$ cat src/rtl/reg_transfer_seq.sv
// Register-unit transfer sequencer: for each command it drives select/ALU strobes,
// then a load strobe, then a select hold. Optional feature macro: MOV_SELF_CLEAR_EN.
module reg_transfer_seq #(
  parameter int unsigned SETTLE_CYC = 2,
  parameter int unsigned LOAD_CYC   = 1
) (
  input  logic       clk,
  input  logic       reset,
  input  logic       start,
  input  logic [7:0] instr,
  output logic       busy,
  output logic [7:0] sel,
  output logic [7:0] ld,
  output logic       alu_en,
  output logic [2:0] alu_fn,
  output logic       done,
  output logic       illegal
);

  typedef enum logic [2:0] {
    S_IDLE, S_SETTLE, S_LOAD, S_RELEASE, S_DONE, S_ILLEGAL
  } state_e;

  localparam logic [3:0] SETTLE_LD = 4'(SETTLE_CYC - 1);
  localparam logic [3:0] LOAD_LD   = 4'(LOAD_CYC - 1);

  state_e     state_q, state_d;
  logic [3:0] cnt_q, cnt_d;
  logic [7:0] instr_q, instr_d;

  logic       is_mov_d, is_alu_d, drive_d, clr_d;
  logic [2:0] src_d, dst_d;
  logic       busy_d, alu_en_d, done_d, illegal_d;
  logic [7:0] sel_d, ld_d;
  logic [2:0] alu_fn_d;

  always_comb begin
    state_d = state_q;
    cnt_d   = cnt_q;
    instr_d = instr_q;
    if (state_q == S_IDLE && start) instr_d = instr;

    is_mov_d = (instr_d[7:6] == 2'b00);
    is_alu_d = (instr_d[7:4] == 4'b1000);
    src_d    = instr_d[2:0];
    dst_d    = is_mov_d ? instr_d[5:3] : (instr_d[3] ? 3'd3 : 3'd0);

    unique case (state_q)
      S_IDLE: begin
        if (start) begin
          if (is_mov_d || is_alu_d) begin
            state_d = S_SETTLE;
            cnt_d   = SETTLE_LD;
          end else begin
            state_d = S_ILLEGAL;
          end
        end
      end
      S_SETTLE: begin
        if (cnt_q == '0) begin
          state_d = S_LOAD;
          cnt_d   = LOAD_LD;
        end else begin
          cnt_d = cnt_q - 4'd1;
        end
      end
      S_LOAD: begin
        if (cnt_q == '0) state_d = S_RELEASE;
        else             cnt_d   = cnt_q - 4'd1;
      end
      S_RELEASE: state_d = S_DONE;
      S_DONE:    state_d = S_IDLE;
      S_ILLEGAL: state_d = S_IDLE;
      default:   state_d = S_IDLE;
    endcase

    // Outputs are decoded from the next state so they register in step with it.
    drive_d = (state_d == S_SETTLE) || (state_d == S_LOAD) || (state_d == S_RELEASE);
`ifdef MOV_SELF_CLEAR_EN
    clr_d = (src_d == dst_d);
`else
    clr_d = 1'b0;
`endif
    busy_d    = (state_d != S_IDLE);
    sel_d     = (drive_d && is_mov_d && !clr_d) ? (8'd1 << src_d) : '0;
    alu_en_d  = drive_d && is_alu_d;
    alu_fn_d  = (drive_d && is_alu_d) ? instr_d[2:0] : '0;
    ld_d      = (state_d == S_LOAD) ? (8'd1 << dst_d) : '0;
    done_d    = (state_d == S_DONE);
    illegal_d = (state_d == S_ILLEGAL);
  end

  always_ff @(posedge clk) begin
    if (reset) begin
      state_q <= S_IDLE;
      cnt_q   <= '0;
      instr_q <= '0;
      busy    <= 1'b0;
      sel     <= '0;
      ld      <= '0;
      alu_en  <= 1'b0;
      alu_fn  <= '0;
      done    <= 1'b0;
      illegal <= 1'b0;
    end else begin
      state_q <= state_d;
      cnt_q   <= cnt_d;
      instr_q <= instr_d;
      busy    <= busy_d;
      sel     <= sel_d;
      ld      <= ld_d;
      alu_en  <= alu_en_d;
      alu_fn  <= alu_fn_d;
      done    <= done_d;
      illegal <= illegal_d;
    end
  end

endmodule

$ cat config.mk
export PLATFORM = sky130hd
export DESIGN_NAME = reg_transfer_seq
export DESIGN_NICKNAME = d
export VERILOG_FILES = /design/src/rtl/reg_transfer_seq.sv
export SDC_FILE = /design/constraint.sdc
export NUM_CORES = 1
export LEC_CHECK = 0
export CORE_ASPECT_RATIO = 0.8
export CORE_MARGIN = 4
export CORE_UTILIZATION = 55
export CTS_CLUSTER_DIAMETER = 120
export DETAILED_ROUTE_END_ITERATION = 16
export DONT_BUFFER_PORTS = 1
export GPL_ROUTABILITY_DRIVEN = 0
export PLACE_DENSITY = 0.81
export SLEW_MARGIN = 20
export SYNTH_ARGS = -nofsm -noshare
export SYNTH_HDL_FRONTEND = slang
export SYNTH_SLANG_ARGS = --single-unit
$ cat constraint.sdc
create_clock -name clk -period 1.8 [get_ports clk]
set_input_delay 0.36 -clock clk [delete_from_list [all_inputs] [get_ports clk]]
set_output_delay 0.36 -clock clk [all_outputs]
set_load 0.005 [all_outputs]
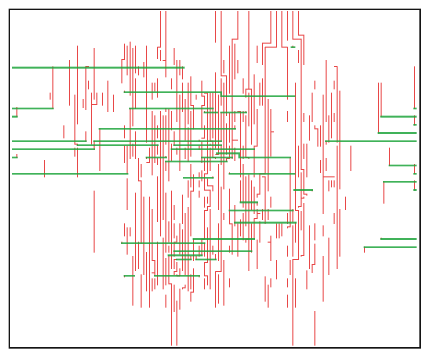
Figure 1: metal layers overlaid.
Scale: 6 px per um. Only two layers are drawn.
color	layer	wire length
red	metal 2	1660 um
green	metal 3	391 um

==> Changelog: implementation <==
## Implementation

- Met2 usage: 0.302
- Fin crit share: 0.947
- H-tree Lvls: 2
- Fin area: 1760 sq um
- Synthesis warning total: 0
- CTS Buf Count: 5
- Mux cell area share after synthesis: 0.0251
- DIE AREA: 3830 sq um
- Most common logic cell in the routed design: nor2_1
- AO/OA Area Share: 0.136
- Routed WL: 3580 um
- Main flop type: dfxtp_1
- Pin slew with the least headroom to its limit: 548 ps
- Via count: 1358
- Post-synth EDFFs: 0
- Vias per cell: 5.96
- Crit path from: cnt_q[0]
- Share of layout cells above drive strength 1: 0.147
- Slew HR: 0.630
- Hold path endpoint: instr_q[3]
- Die Y: 56.2 um
- R2R Setup Slk: 90 ps
- Max-Cap Viols: 0
- Core area: 2770 sq um
- Seq group: 1040 uW
- DRT iter0 DRCs: 69
- And+or+nand+nor area frac: 0.303
- Top logic family: simple AND/OR/NAND/NOR gates
- Outcome: complete, no violations
- Area growth, synth to finish: 10.0%
- CP Launch Type: register
- Reg2reg end: cnt_q[3]
- First-pass GRT wire length: 5820 um
- Final ANT Viol Nets: 0
- Yosys synthesis chip area: 1600 sq um
- Unique cell types: 39
- Internal power: 1630 uW
- Total Routing Usage GR: 0.205
- Synth Seq Share: 0.476
- Antenna violations before repair: 0
- Final net count: 203
- Clk sink count: 38
- Setup WS pre-CTS: -62.9 ps
- Commonest non-fill, non-tap cells in the layout: 40 x nor2_1, 36 x dfxtp_1, 17 x nand2_1
- Crit. path cell count: 6
- Clk. pwr: 598 uW
- Metal-1 WL: 1450 um
- Pleak: 0.000681 uW
- DRC errors left: 0
- Worst EP required: 2100 ps
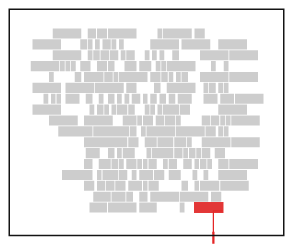
Figure 2: nets reached from selected ports.
Scale: 4 px per um.
color	port	bits	direction	edge	end cells	buffers	wire
red	busy	1	output	bottom	1	0	7.90 um

[layout make-up]
cell class / count / area (sq um) / share of cell area
well taps: 38 / 47.5 / 0.0271
inverters: 6 / 25.0 / 0.0142
flip-flops and latches: 38 / 766 / 0.436
clock buffers: 6 / 51.3 / 0.0292
multi-input cells: 133 / 792 / 0.451
repair buffers: 6 / 45.0 / 0.0256
clock inverters: 1 / 30.0 / 0.0171
[synth_stat cells, types with 2 or more instances]
master    count  area (sq um)
a221o_1       2          20.0
nor2b_1       3          18.8
nor3b_1       6          45.0
nand2_1      17          63.8
a21o_1        2          15.0
clkbuf_1      7          26.3
a211o_1       2          17.5
a21oi_1      10          50.1
nor3_1        5          25.0
or2_2         2          12.5
or3_1         2          12.5
a31oi_1       6          37.5
nor4_1        2          12.5
buf_6         2          22.5
ha_1          2          25.0
nor2_1       40           150
inv_1         6          22.5
dfxtp_1      38           761
mux2i_1       4          40.0
nand2b_1      3          18.8
nand3_1       7          35.0
[state kept, by name, indices dropped and copies added (netlist names)]
signal	count
instr_q	8
sel	8
ld	8
done	1
busy	1
state_q	3
alu_fn	3
illegal	1
cnt_q	4
alu_en	1
[stage by stage]
| stage | setup TNS (ps) | total power, uW | util | std cells | hold WS (ps) |
|---|---|---|---|---|---|
| after floorplan | 0 | 1620 | - | 186 | 450 |
| after global placement | 0 | 1750 | 0.593 | 221 | 431 |
| after detailed placement | -62.9 | 1790 | 0.593 | 221 | 435 |
| after CTS | 0 | 2400 | 0.625 | 228 | 57.0 |
| after global routing | 0 | 2600 | 0.635 | 228 | 39.5 |
| final | 0 | 2440 | 0.635 | 228 | 59.5 |
[repair_timing]
action,4_1_cts,5_1_grt
pin swaps,1,4
gates resized,2,10
endpoints found under the setup margin,2,10
hold endpoints to repair,0,0
Power and IR drop assume default switching activity.
